===== src/rtl/user_io_sched_if.sv =====
// Configuration handshake between the SoC-side control logic and the user I/O mode controller.
// The master side offers mode words; the slave side (the controller) reports status and readback.
interface user_io_sched_if #(
  parameter int NPINS = 16
);
  logic                 cfg_valid;
  logic                 cfg_ready;
  logic [2*NPINS-1:0]   cfg_data;
  logic                 cfg_busy;
  logic [7:0]           cfg_count;
  logic [2*NPINS-1:0]   mode_o;

  modport master (
    output cfg_valid,
    output cfg_data,
    input  cfg_ready,
    input  cfg_busy,
    input  cfg_count,
    input  mode_o
  );

  modport slave (
    input  cfg_valid,
    input  cfg_data,
    output cfg_ready,
    output cfg_busy,
    output cfg_count,
    output mode_o
  );
endinterface


===== src/rtl/user_io_sched.sv =====
// Per-pin direction controller for the user-project I/O boundary. A new mode word is applied only
// after every pin output has been held low for SETTLE cycles, so no pin glitches through a mixed mode.
module user_io_sched #(
  parameter int                 NPINS      = 16,
  parameter int                 SETTLE     = 4,
  parameter logic [2*NPINS-1:0] RESET_MODE = '0
) (
  input  logic              UserCLK,
  input  logic              resetn,
  user_io_sched_if.slave    cfg,
  input  logic [NPINS-1:0]  fin,
  input  logic [NPINS-1:0]  uin,
  output logic [NPINS-1:0]  uout,
  output logic [NPINS-1:0]  fout
);

  if (SETTLE < 1 || SETTLE > 255) begin : g_bad_settle
    $error("user_io_sched: SETTLE must lie in 1..255");
  end

  typedef enum logic [1:0] {
    S_IDLE  = 2'd0,
    S_DRAIN = 2'd1,
    S_APPLY = 2'd2
  } state_e;

  localparam logic [7:0] CNT_LAST = 8'(SETTLE - 1);

  state_e             state_q, state_d;
  logic [7:0]         cnt_q, cnt_d;
  logic [2*NPINS-1:0] pend_q, pend_d;
  logic [2*NPINS-1:0] mode_q, mode_d;
  logic [7:0]         count_q, count_d;
  logic [NPINS-1:0]   uout_q, uout_d;
  logic [NPINS-1:0]   fout_q, fout_d;

  // Per-pin direction enables extracted from the applied mode word.
  logic [NPINS-1:0]   en_to_user;
  logic [NPINS-1:0]   en_to_fabric;

  for (genvar i = 0; i < NPINS; i++) begin : g_pin
    assign en_to_user[i]   = mode_q[2*i];
    assign en_to_fabric[i] = mode_q[2*i+1];
  end

  // NOTE: every signal gets its default before any branch, so no path leaves one unassigned and no latch is inferred.
  always_comb begin
    state_d = state_q;
    cnt_d   = cnt_q;
    pend_d  = pend_q;
    mode_d  = mode_q;
    count_d = count_q;

    unique case (state_q)
      S_IDLE: begin
        if (cfg.cfg_valid) begin
          pend_d  = cfg.cfg_data;
          cnt_d   = '0;
          state_d = S_DRAIN;
        end
      end
      S_DRAIN: begin
        cnt_d = cnt_q + 8'd1;
        if (cnt_q == CNT_LAST) begin
          state_d = S_APPLY;
        end
      end
      S_APPLY: begin
        mode_d  = pend_q;
        count_d = count_q + 8'd1;
        state_d = S_IDLE;
      end
      default: begin
        state_d = S_IDLE;
      end
    endcase
  end

  // Outputs are forced low whenever a reconfiguration is in flight; this sample uses the mode
  // as it stands before the edge, so the accepting edge still passes data with the old mode.
  always_comb begin
    uout_d = '0;
    fout_d = '0;
    if (state_q == S_IDLE) begin
      uout_d = en_to_user   & fin;
      fout_d = en_to_fabric & uin;
    end
  end

  // NOTE: sequential state uses non-blocking assignments so every register samples pre-edge values.
  always_ff @(posedge UserCLK or negedge resetn) begin
    if (!resetn) begin
      state_q <= S_IDLE;
      cnt_q   <= '0;
      pend_q  <= '0;
      mode_q  <= RESET_MODE;
      count_q <= '0;
      uout_q  <= '0;
      fout_q  <= '0;
    end else begin
      state_q <= state_d;
      cnt_q   <= cnt_d;
      pend_q  <= pend_d;
      mode_q  <= mode_d;
      count_q <= count_d;
      uout_q  <= uout_d;
      fout_q  <= fout_d;
    end
  end

  assign cfg.cfg_ready = (state_q == S_IDLE);
  assign cfg.cfg_busy  = (state_q == S_DRAIN) || (state_q == S_APPLY);
  assign cfg.cfg_count = count_q;
  assign cfg.mode_o    = mode_q;
  assign uout          = uout_q;
  assign fout          = fout_q;

  a_ready_busy_exclusive : assert property (
    @(posedge UserCLK) disable iff (!resetn) cfg.cfg_ready != cfg.cfg_busy
  );

endmodule


===== src/flat_wrapper.sv =====
// flat-port wrapper written by rule: the top's interface ports become plain ports
module user_io_sched_flat 
#(
  parameter int                 NPINS      = 16,
  parameter int                 SETTLE     = 4,
  parameter logic [2*NPINS-1:0] RESET_MODE = '0
)
  (UserCLK, resetn, fin, uin, uout, fout, cfg_cfg_valid, cfg_cfg_data, cfg_cfg_ready, cfg_cfg_busy, cfg_cfg_count, cfg_mode_o);
  user_io_sched_if #(.NPINS(NPINS)) cfg_i ();
  input  logic UserCLK;
  input  logic resetn;
  input  logic [NPINS-1:0] fin;
  input  logic [NPINS-1:0] uin;
  output logic [NPINS-1:0] uout;
  output logic [NPINS-1:0] fout;
  input wire logic [$bits(cfg_i.cfg_valid)-1:0] cfg_cfg_valid;
  input wire logic [$bits(cfg_i.cfg_data)-1:0] cfg_cfg_data;
  output wire logic [$bits(cfg_i.cfg_ready)-1:0] cfg_cfg_ready;
  output wire logic [$bits(cfg_i.cfg_busy)-1:0] cfg_cfg_busy;
  output wire logic [$bits(cfg_i.cfg_count)-1:0] cfg_cfg_count;
  output wire logic [$bits(cfg_i.mode_o)-1:0] cfg_mode_o;
  assign cfg_i.cfg_valid = cfg_cfg_valid;
  assign cfg_i.cfg_data = cfg_cfg_data;
  assign cfg_cfg_ready = cfg_i.cfg_ready;
  assign cfg_cfg_busy = cfg_i.cfg_busy;
  assign cfg_cfg_count = cfg_i.cfg_count;
  assign cfg_mode_o = cfg_i.mode_o;
  user_io_sched #(.NPINS(NPINS), .SETTLE(SETTLE), .RESET_MODE(RESET_MODE)) u_core (.UserCLK(UserCLK), .resetn(resetn), .cfg(cfg_i), .fin(fin), .uin(uin), .uout(uout), .fout(fout));
endmodule

===== config.mk =====
export PLATFORM = sky130hd
export DESIGN_NAME = user_io_sched_flat
export DESIGN_NICKNAME = d
export VERILOG_FILES = /design/src/rtl/user_io_sched_if.sv /design/src/rtl/user_io_sched.sv /design/src/flat_wrapper.sv
export SDC_FILE = /design/constraint.sdc
export NUM_CORES = 1
export LEC_CHECK = 0
export ABC_CLOCK_PERIOD_IN_PS = 1850
export CAP_MARGIN = 30
export CORE_MARGIN = 4
export CORE_UTILIZATION = 28
export DETAILED_ROUTE_END_ITERATION = 7
export REMOVE_ABC_BUFFERS = 1
export SLEW_MARGIN = 25
export SYNTH_ARGS = -nofsm -noshare
export SYNTH_HDL_FRONTEND = slang
export SYNTH_SLANG_ARGS = --single-unit
export TNS_END_PERCENT = 30

===== constraint.sdc =====
create_clock -name UserCLK -period 1.85 [get_ports UserCLK]
set_input_delay 0.555 -clock UserCLK [delete_from_list [all_inputs] [get_ports UserCLK]]
set_output_delay 0.555 -clock UserCLK [all_outputs]
set_load 0.01 [all_outputs]

Figure 1. Placement by cell class (run 1).
Fill, decap, tap and diode cells in grey.
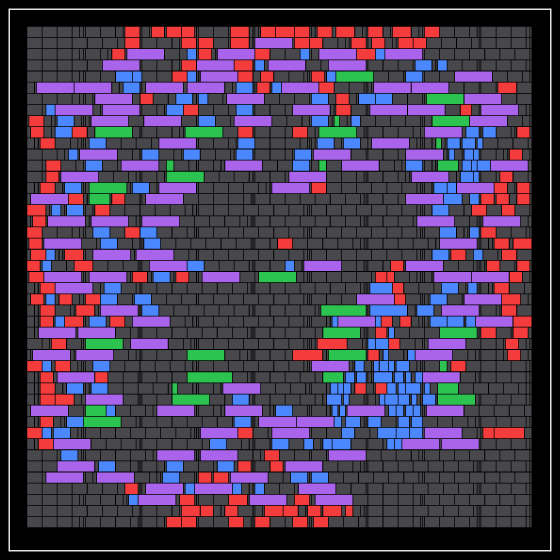
[clock drivers and dummy loads] green | cells: 30 | share of their area: 9.1%
[flip-flops] purple | cells: 114 | share of their area: 45%
[other buffers and delay cells] red | cells: 154 | share of their area: 24%
[all other logic] blue | cells: 166 | share of their area: 22%

Figure 2. Clock wires, drivers and flops (run 1).
Scale bar: 50 um.
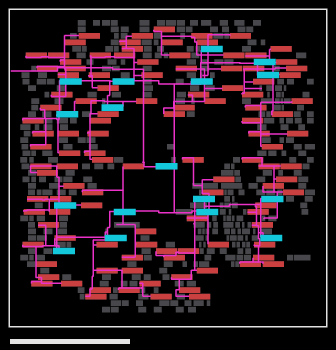
[clock wires] magenta | length: 1580 um
[flip-flops] red | count: 114
[cells driving clock nets] cyan | count: 17
routed clock nets: 18
flops lie: spread over the die

Figure 3. Clock routing (run 1).
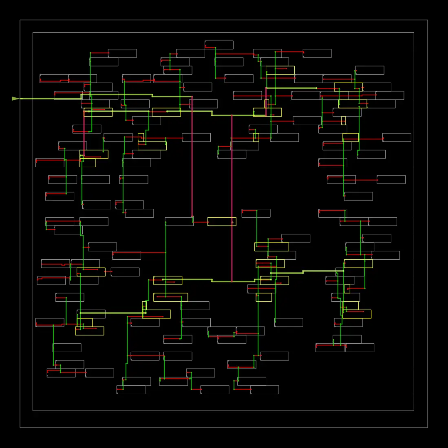
Flops: 114
clk pwr: 3190 uW
Worst-Skew Late Latency: 0.40 ns
CTS sink count: 114
Num CTS Buffers: 17

==> flow_metrics.env, run 1 <==
# flow metrics
export IMPL_status="completed"
export IMPL_p_per_area_nw_per_um2=1564
export IMPL_top_area_cell="dfrtp_1"
export IMPL_ys_area_um2=4295
export IMPL_drt_first_pass_iters=4
export IMPL_rsz0062_at_grt="false"
export IMPL_ff2ff_path_depth=6
export IMPL_r2r_end="u_core.cnt_q[2]"
export IMPL_maxPowerGroup="registers"
export IMPL_portBuffers=140
export IMPL_crit_path_top_delay_cell="clkdlybuf4s50_1"
export IMPL_logic_family="multiplexers"
export IMPL_tap_cells=188
export IMPL_hold_buffers=0
export IMPL_ir_drop_mv=0.6746
export IMPL_chip_area_um2=17390
export IMPL_min_period_ns=1.807
export IMPL_comb_power_uw=3170
export IMPL_synth_flops=114
export IMPL_yosysWarnings=0
export IMPL_vias=2998
export IMPL_warnings=32
export IMPL_area_dominant_class="flip-flops and latches"
export IMPL_ys_types=30
export IMPL_fin_area_um2=6601
export IMPL_fin_nets=526
export IMPL_drive_gt1_share_pct=23.92
export IMPL_ys_sh_adder_pct=1.748
export IMPL_buf_share_pct=23.10
export IMPL_edf_count=0
export IMPL_placed_area_um2=6011
export IMPL_p_int_uw=7328
export IMPL_postCtsSetupBuffers=1
export IMPL_groute_usage_overall_pct=12.57
export IMPL_synthAoiAreaFrac_pct=2.476
export IMPL_coreArea_um2=15090
export IMPL_worst_ep_arrival_time_ns=1.25
export IMPL_die_height_um=131.9
export IMPL_final_cell_count_no_fill=653
export IMPL_cp_slowest_stage_delay_ns=0.53
export IMPL_startpoint="u_core.fout[5]"
export IMPL_wl_per_cell_um=15.90
export IMPL_timing_fmax_ghz=0.5535
export IMPL_critPathCapture="fout[5]"
export IMPL_place_congestion=0.7599
export IMPL_grt_met3_usage_pct=6.069
export IMPL_ys_seq_share_pct=66.41
export IMPL_sw_frac_of_total_pct=29.01
export IMPL_signal_buffers=154
export IMPL_ys_flop_type="dfrtp_1"
export IMPL_async_flop_share_pct=100.0
export IMPL_drc=0
export IMPL_grt_pass1_wl_um=17200
export IMPL_slew_headroom_pct=56.67
export IMPL_wl_met3_um=783
export IMPL_fin_ws_ns=0.04328
export IMPL_yosysCellCount=293
export IMPL_gr_total_overflow=0
export IMPL_timing_hold_ws_ns=0.1977
export IMPL_place_hpwl_um=6961
export IMPL_hp_class="in -> async"
export IMPL_grt_busiest_layer="met2"
export IMPL_synthCells=293
export IMPL_std_cell_rows=45
export IMPL_highest_layer="met4"
export IMPL_pwr_share_comb_pct=30.7
export IMPL_top_cell_area_share_pct=66.41
export IMPL_p_total_uw=10320
export IMPL_root_buffer="clkbuf_16"
export IMPL_fillers=1398
export IMPL_ant_nets=0
export IMPL_finalClockSkew_ns=0.006151
export IMPL_p_seq_share_pct=38.4
export IMPL_wl_met2_um=5132
export IMPL_seq_share_pct=43.21
export IMPL_p_leak_uw=0.003506
export IMPL_finalClockPeriodUsage_pct=97.66
export IMPL_fin_tns_setup_ns=0
export IMPL_common_cells="dfrtp_1 (114), mux2_2 (61), and3_1 (33), nand2_1 (13), buf_2 (8)"
export IMPL_power_share_clock_pct=30.9
export IMPL_timing_rr_start="u_core.state_q[0]"
export IMPL_cts_resized=55
export IMPL_layout_top_cells="dfrtp_1 (114), clkdlybuf4s50_1 (69), mux2_2 (61)"
export IMPL_flop_area_um2=2853
export IMPL_path_cells="clkdlybuf4s50_1"
export IMPL_path_buffers=1
export IMPL_comb_area_um2=1398
export IMPL_num_antenna_cells=1
export IMPL_cts_tree="built"
export IMPL_io_pins=141
export IMPL_comb_share_pct=21.17
export IMPL_clk_share_pct=8.795
export IMPL_viasPerCell=4.591
export IMPL_cts_max_path_buffers=2
export IMPL_post_route_util_pct=43.75
export IMPL_worstSetupEndpointType="primary output"
export IMPL_grt_util_met2_pct=20.74
export IMPL_dp_cells=621
export IMPL_place_ws_ns=-0.1250
export IMPL_worstSetupPathType="reg -> out"
export IMPL_crit_family="buffers and inverters"
export IMPL_num_nonclk_inverters=2
export IMPL_synthTopCellsByArea="dfrtp_1 (66%), mux2_2 (16%), and3_1 (4.8%)"
export IMPL_maxSlewViolCount=0
export IMPL_r2r_slack_ns=0.22
export IMPL_routed_wl_um=10380
export IMPL_required_ns=1.29
export IMPL_tightest_slew_ns=0.6499
export IMPL_antenna_found_initial=0
export IMPL_switchingPower_uw=2994
export IMPL_drt_iter0_markers=152
export IMPL_path_max_fanout=1
export IMPL_lay_top_count="dfrtp_1"
export IMPL_setup_viol=0
export IMPL_synth_area_um2=4295
export IMPL_synth_area_mux_share_pct=17.27
export IMPL_logic_gates=164
export IMPL_first_global_vias=3369
export IMPL_m1WireLength_um=4353
export IMPL_avgSynthCellArea_um2=14.66
export IMPL_path_depth=1
export IMPL_simple_gate_area_share_pct=9.117
export IMPL_clkSlewWorstSetupHoldPaths_ns=0.05
export IMPL_area_growth_pct=53.68
export IMPL_fp_dieW_um=131.9
export IMPL_cp_start_kind="register"
export IMPL_maxCapViolCount=0
export IMPL_hold_viol=0
export IMPL_synthXorXnorAreaFrac_pct=1.427
--- run 2 (diff from run 1) ---
--- a/config.mk
+++ b/config.mk
@@ -15,4 +15,3 @@
 export SYNTH_ARGS = -nofsm -noshare
 export SYNTH_HDL_FRONTEND = slang
 export SYNTH_SLANG_ARGS = --single-unit
-export TNS_END_PERCENT = 30
Figure 4. Sequential cells coloured by netlist name (run 2).
Scale bar: 50 um. Other sequential cells in the stronger grey, the rest of the logic in the fainter grey.
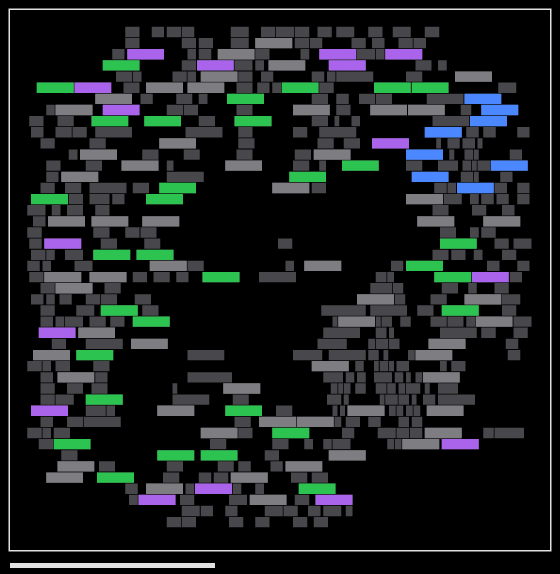
[`u_core.cfg.mode_o`] green | sequential cells: 32 | where: spread over the die
[`u_core.uout`] purple | sequential cells: 16 | where: spread over the die
[`u_core.cfg.cfg_count`] blue | sequential cells: 8 | where: top right
not coloured: 58

==> run 2 against run 1 <==
Utilization stayed put; fmax stayed put; cell count stayed put; power stayed put; clock skew stayed put; global-route usage hardly changed; clock power hardly changed; critical path type unchanged; largest power group unchanged; sequential power hardly changed; synthesized cell count stayed put; die area stayed put; combinational power hardly changed; hold slack stayed put.
==> flow_metrics.env, run 2 <==
# flow metrics
export IMPL_r2r_end="u_core.cnt_q[2]"
export IMPL_p_total_uw=10320
export IMPL_timing_fmax_ghz=0.5535
export IMPL_ys_flop_type="dfrtp_1"
export IMPL_io_pins=141
export IMPL_place_ws_ns=-0.1250
export IMPL_area_growth_pct=53.68
export IMPL_clkSlewWorstSetupHoldPaths_ns=0.05
export IMPL_fin_area_um2=6601
export IMPL_worstSetupEndpointType="primary output"
export IMPL_cts_tree="built"
export IMPL_cp_slowest_stage_delay_ns=0.53
export IMPL_path_buffers=1
export IMPL_buf_share_pct=23.10
export IMPL_min_period_ns=1.807
export IMPL_drive_gt1_share_pct=23.92
export IMPL_critPathCapture="fout[5]"
export IMPL_p_seq_share_pct=38.4
export IMPL_drc=0
export IMPL_ys_types=30
export IMPL_postCtsSetupBuffers=1
export IMPL_pg_clk_uw=3190
export IMPL_placed_area_um2=6011
export IMPL_grt_pass1_wl_um=17190
export IMPL_root_buffer="clkbuf_16"
export IMPL_antenna_found_initial=0
export IMPL_coreArea_um2=15090
export IMPL_synth_flops=114
export IMPL_grt_met3_usage_pct=6.069
export IMPL_synthCells=293
export IMPL_switchingPower_uw=2994
export IMPL_path_max_fanout=1
export IMPL_ff2ff_path_depth=6
export IMPL_common_cells="dfrtp_1 (114), mux2_2 (61), and3_1 (33), nand2_1 (13), buf_2 (8)"
export IMPL_wl_met3_um=783
export IMPL_avgSynthCellArea_um2=14.66
export IMPL_hold_viol=0
export IMPL_pwr_share_comb_pct=30.7
export IMPL_flop_area_um2=2853
export IMPL_grt_util_met2_pct=20.74
export IMPL_required_ns=1.29
export IMPL_drt_iter0_markers=152
export IMPL_ys_area_um2=4295
export IMPL_startpoint="u_core.fout[5]"
export IMPL_chip_area_um2=17390
export IMPL_sw_frac_of_total_pct=29.01
export IMPL_num_antenna_cells=1
export IMPL_dp_cells=621
export IMPL_num_nonclk_inverters=2
export IMPL_edf_count=0
export IMPL_std_cell_rows=45
export IMPL_portBuffers=140
export IMPL_viasPerCell=4.591
export IMPL_top_cell_area_share_pct=66.41
export IMPL_tightest_slew_ns=0.6499
export IMPL_comb_area_um2=1398
export IMPL_synth_area_um2=4295
export IMPL_clk_share_pct=8.795
export IMPL_worst_ep_arrival_time_ns=1.25
export IMPL_drt_first_pass_iters=4
export IMPL_p_per_area_nw_per_um2=1564
export IMPL_status="completed"
export IMPL_signal_buffers=154
export IMPL_grt_busiest_layer="met2"
export IMPL_m1WireLength_um=4353
export IMPL_cts_max_path_buffers=2
export IMPL_warnings=31
export IMPL_synthXorXnorAreaFrac_pct=1.427
export IMPL_crit_path_top_delay_cell="clkdlybuf4s50_1"
export IMPL_fin_tns_setup_ns=0
export IMPL_finalClockSkew_ns=0.006151
export IMPL_ir_drop_mv=0.6746
export IMPL_area_dominant_class="flip-flops and latches"
export IMPL_yosysCellCount=293
export IMPL_die_height_um=131.9
export IMPL_r2r_slack_ns=0.22
export IMPL_cts_made_buffers=17
export IMPL_clock_latency_ns=0.40
export IMPL_slew_headroom_pct=56.67
export IMPL_ff_count=114
export IMPL_power_share_clock_pct=30.9
export IMPL_simple_gate_area_share_pct=9.117
export IMPL_highest_layer="met4"
export IMPL_maxCapViolCount=0
Power figures rest on the tool's default switching activity, not on a simulated workload.
